<file path="src/rtl/uart_pkg.sv">
// Shared UART definitions: frame states, parity encodings and the helpers
// that turn the register-level settings into per-frame values.
package uart_pkg;

    typedef enum logic [2:0] {
        IDLE   = 3'd0,
        START  = 3'd1,
        DATA   = 3'd2,
        PARITY = 3'd3,
        STOP   = 3'd4
    } uart_state_e;

    localparam int DIV_W = 12;

    localparam logic [1:0] PAR_NONE = 2'b00;
    localparam logic [1:0] PAR_EVEN = 2'b01;
    localparam logic [1:0] PAR_ODD  = 2'b10;
    localparam logic [1:0] PAR_MARK = 2'b11;

    function automatic logic parity_bit(input logic [7:0] data, input logic [1:0] sel);
        case (sel)
            PAR_EVEN: return ^data;
            PAR_ODD:  return ~^data;
            default:  return 1'b1;
        endcase
    endfunction

    // Divisor 0 means "use the build default"; 1 is too short for a bit period.
    function automatic logic [DIV_W-1:0] eff_div(input logic [DIV_W-1:0] baud_divisor,
                                                 input logic [DIV_W-1:0] default_div);
        if (baud_divisor == '0)
            return default_div;
        else if (baud_divisor == DIV_W'(1))
            return DIV_W'(2);
        else
            return baud_divisor;
    endfunction

endpackage

</file>
<file path="src/rtl/baud_tick_gen.sv">
// Bit-period timer: bit_end pulses on the last clock of every div-clock bit
// while run is high; restart realigns the count to a new frame.
module baud_tick_gen #(
    parameter int W = 12
) (
    input  logic         clk,
    input  logic         reset,
    input  logic         run,
    input  logic         restart,
    input  logic [W-1:0] div,
    output logic         bit_end
);
    logic [W-1:0] count;

    assign bit_end = run && (count == div - W'(1));

    always_ff @(posedge clk or negedge reset) begin
        // NOTE: registers use <= so every flop samples pre-edge values regardless of statement order.
        if (!reset)
            count <= '0;
        else if (restart || !run || bit_end)
            count <= '0;
        else
            count <= count + W'(1);
    end

endmodule

</file>
<file path="src/rtl/tx_shift_reg.sv">
// UART transmitter: start, 8 data bits LSB first, optional parity, one stop bit.
// Define TX_BUFFER_EN to add a one-entry holding register for gapless frames.
module tx_shift_reg
    import uart_pkg::*;
#(
    parameter int CLK_FREQ  = 50_000_000,
    parameter int BAUD_RATE = 115200
) (
    input  logic             clk,
    input  logic             reset,
    input  logic [7:0]       tx_data,
    input  logic             tx_valid,
    output logic             tx_ready,
    input  logic [DIV_W-1:0] baud_divisor,
    input  logic [1:0]       parity_sel,
    output logic             tx_serial,
    output logic             tx_busy,
    output logic             tx_done
);
    localparam logic [DIV_W-1:0] DEFAULT_DIV = DIV_W'(CLK_FREQ / BAUD_RATE);

    localparam logic [2:0] ST_IDLE   = IDLE;
    localparam logic [2:0] ST_START  = START;
    localparam logic [2:0] ST_DATA   = DATA;
    localparam logic [2:0] ST_PARITY = PARITY;
    localparam logic [2:0] ST_STOP   = STOP;

    logic [2:0]       state;
    logic [2:0]       bit_idx;
    logic [7:0]       frame_data;
    logic [DIV_W-1:0] div_q;
    logic [1:0]       par_q;
    logic             accept;
    logic             start_now;
    logic             frame_end;
    logic             bit_end;
    logic [7:0]       start_data;

    assign accept    = tx_valid && tx_ready;
    assign frame_end = (state == ST_STOP) && bit_end;
    assign tx_busy   = (state != ST_IDLE);

`ifdef TX_BUFFER_EN
    logic [7:0] buf_data;
    logic       buf_full;
    logic       buf_wr;
    logic       buf_load;

    assign tx_ready = !buf_full;
    // At STOP end the buffered byte wins; an empty buffer lets the bus byte start directly.
    assign start_now  = ((state == ST_IDLE) || frame_end) && (buf_full || accept);
    assign start_data = buf_full ? buf_data : tx_data;
    assign buf_load   = start_now && buf_full;
    assign buf_wr     = accept && !(start_now && !buf_full);

    always_ff @(posedge clk or negedge reset) begin
        if (!reset)
            buf_full <= 1'b0;
        else if (buf_wr)
            buf_full <= 1'b1;
        else if (buf_load)
            buf_full <= 1'b0;
    end

    always_ff @(posedge clk) begin
        if (buf_wr)
            buf_data <= tx_data;
    end
`else
    assign tx_ready   = (state == ST_IDLE);
    assign start_now  = (state == ST_IDLE) && accept;
    assign start_data = tx_data;
`endif

    baud_tick_gen #(
        .W(DIV_W)
    ) u_baud (
        .clk     (clk),
        .reset   (reset),
        .run     (tx_busy),
        .restart (start_now),
        .div     (div_q),
        .bit_end (bit_end)
    );

    // NOTE: frame_data is only read while a frame runs, so it needs no reset.
    always_ff @(posedge clk) begin
        if (start_now)
            frame_data <= start_data;
    end

    always_ff @(posedge clk or negedge reset) begin
        if (!reset) begin
            state   <= ST_IDLE;
            bit_idx <= '0;
            div_q   <= DEFAULT_DIV;
            par_q   <= PAR_NONE;
            tx_done <= 1'b0;
        end else begin
            tx_done <= frame_end;
            if (start_now) begin
                state   <= ST_START;
                bit_idx <= '0;
                div_q   <= eff_div(baud_divisor, DEFAULT_DIV);
                par_q   <= parity_sel;
            end else if (bit_end) begin
                case (state)
                    ST_START:  state <= ST_DATA;
                    ST_DATA: begin
                        if (bit_idx == 3'd7)
                            state <= (par_q == PAR_NONE) ? ST_STOP : ST_PARITY;
                        else
                            bit_idx <= bit_idx + 3'd1;
                    end
                    ST_PARITY: state <= ST_STOP;
                    default:   state <= ST_IDLE;
                endcase
            end
        end
    end

    // Decoded from state so an asynchronous reset returns the line high at once.
    always_comb begin
        // NOTE: default first so every path assigns tx_serial and no latch is inferred.
        tx_serial = 1'b1;
        case (state)
            ST_START:  tx_serial = 1'b0;
            ST_DATA:   tx_serial = frame_data[bit_idx];
            ST_PARITY: tx_serial = parity_bit(frame_data, par_q);
            default:   tx_serial = 1'b1;
        endcase
    end

endmodule
</file>
<file path="config.mk">
export PLATFORM = sky130hd
export DESIGN_NAME = tx_shift_reg
export DESIGN_NICKNAME = d
export VERILOG_FILES = /design/src/rtl/uart_pkg.sv /design/src/rtl/baud_tick_gen.sv /design/src/rtl/tx_shift_reg.sv
export SDC_FILE = /design/constraint.sdc
export NUM_CORES = 1
export LEC_CHECK = 0
export CAP_MARGIN = 0
export CORE_UTILIZATION = 56
export DETAILED_ROUTE_END_ITERATION = 8
export HOLD_SLACK_MARGIN = 0.03
export PLACE_DENSITY = 0.91
export SYNTH_ARGS = -nofsm -noshare
export SYNTH_HDL_FRONTEND = slang
export SYNTH_SLANG_ARGS = --single-unit
export TNS_END_PERCENT = 1
</file>
<file path="constraint.sdc">
create_clock -name clk -period 3.2 [get_ports clk]
set_clock_uncertainty 0.1 [all_clocks]
set_input_delay 0.48 -clock clk [delete_from_list [all_inputs] [get_ports clk]]
set_output_delay 0.48 -clock clk [all_outputs]
set_load 0.005 [all_outputs]
</file>
==> impl_metrics.py <==
# Physical implementation metrics
metrics = {
    "global_route": {
        "grt_max_degree": 34,
        "grt_use_met1": 0.329,
        "grt_pass1_vias": 1915,
        "grt_pass1_wl_um": 8580,
        "grt_usage": 0.253,
        "antenna_found_initial": 0,
        "grt-ovfl-total": 0,
    },
    "setup_path": {
        "path_delay_family": "multiplexers",
        "required_ps": 2620,
        "cp-endpoint": "tx_serial",
        "critPathLaunch": "bit_idx[1]",
        "worstPathCellList": "mux4_2 -> mux2_2 -> or3_1 -> a21o_1 -> clkdlybuf4s50_1",
        "worstReg2RegStart": "div_q[0]",
        "slowest_delay_ps": 520,
        "worst-r2r-setup-slack_ps": 330,
        "critPathArrivalTime_ps": 2420,
        "start_kind": "flop",
        "path_depth": 5,
        "crit_slowest_cell": "mux4_2",
    },
    "pwr": {
        "p_leak_uw": 0.00122,
        "p_sw_frac": 0.183,
        "switchingPower_uw": 194,
        "power_combinational_uw": 41.7,
        "p_per_area_nw_per_um2": 363,
        "pwr-share-comb": 0.039,
        "clkPwrFrac": 0.460,
        "clock_net_power_uw": 489,
    },
    "layout": {
        "comb_area_um2": 1300,
        "final_nets": 302,
        "comb_area_share": 0.444,
        "postLayoutCellArea_um2": 2930,
        "n_all_buffers": 32,
    },
    "cts": {
        "insertion_delay_ps": 300,
        "cts_buffer_depth": 2,
        "cts_hold_buffers": 0,
        "clock_sink_count": 41,
        "cts.clk_slew.worst_paths_ps": 80,
        "root_buffer": "clkbuf_8",
    },
    "run": {
        "drv_cap": 0,
    },
    "timing": {
        "hold_viol": 0,
        "slew_headroom": 0.509,
        "setup_tns_ps": 0,
        "worst_pin_slew_ps": 736,
        "fin_crit_ps": 3000,
        "min_period_over_period": 0.938,
    },
    "logic_synthesis": {
        "ys_area_um2": 2470,
        "yosys_warnings": 0,
        "synth_flops": 41,
        "synth.most_common_cell": "dfrtp_1",
        "synth.top_cell.area_share": 0.284,
        "yosys.area_share.simple": 0.209,
        "top_cells_by_area": "dfrtp_1 (28%), edfxtp_1 (9.7%), xnor2_1 (7.1%)",
        "ys_top_cells_by_count": "dfrtp_1 (28), xnor2_1 (20), nand2_1 (16)",
        "ys_sh_mux": 0.0314,
        "yosys.area_share.xor_xnor": 0.106,
        "fp_nets": 271,
        "syn_area_per_cell_um2": 10.3,
    },
    "die": {
        "die_w_um": 68.4,
        "n_tap_cell": 50,
        "fp-utilization": 0.600,
    },
    "worst_hold_path": {
        "hp-class": "reg -> reg",
    },
    "routing": {
        "met1_length_um": 2340,
        "final_antenna_net_count": 0,
        "wl_um": 5040,
        "drc": 0,
        "wl_met3_um": 271,
        "first_iter_violations": 107,
    },
    "status": {
        "status": "complete, no violations",
    },
    "place": {
        "place_area_um2": 2800,
        "dp_hpwl_um": 3800,
    },
}
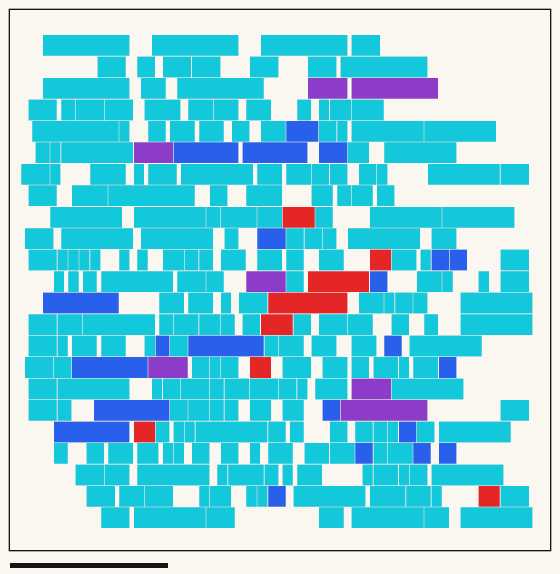
(sizing map)
Bar = 20 µm.
- drive 6 and up: purple (cells 7; share 2.6%; most used clkbuf_8)
- drive 3 to 4: red (cells 8; share 3.0%; most used buf_4)
- drive 1 or less: cyan (cells 234; share 86%)
- drive 2: blue (cells 22; share 8.1%; most used nor2_2)

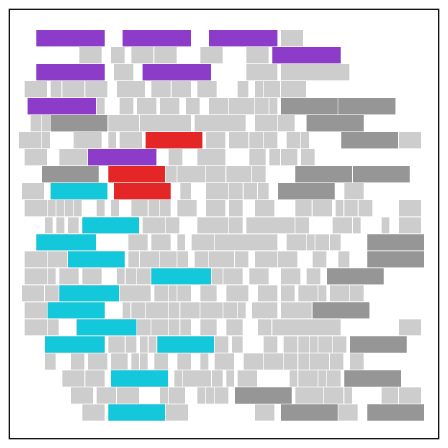
(register map, names as in the netlist)
Other sequential cells in the stronger grey, the rest of the logic in the fainter grey.
- `bit_idx`: red (sequential cells 3)
- `frame_data`: purple (sequential cells 8)
- `div_q`: cyan (sequential cells 12)

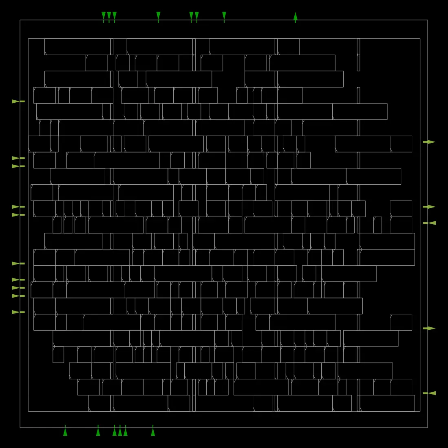
(placed standard cells)
# fillers: 308
sequential cell count: 41
Finished Layout Cells: 321
Seq/total area: 0.366

Power is estimated from default activity; no workload was simulated.
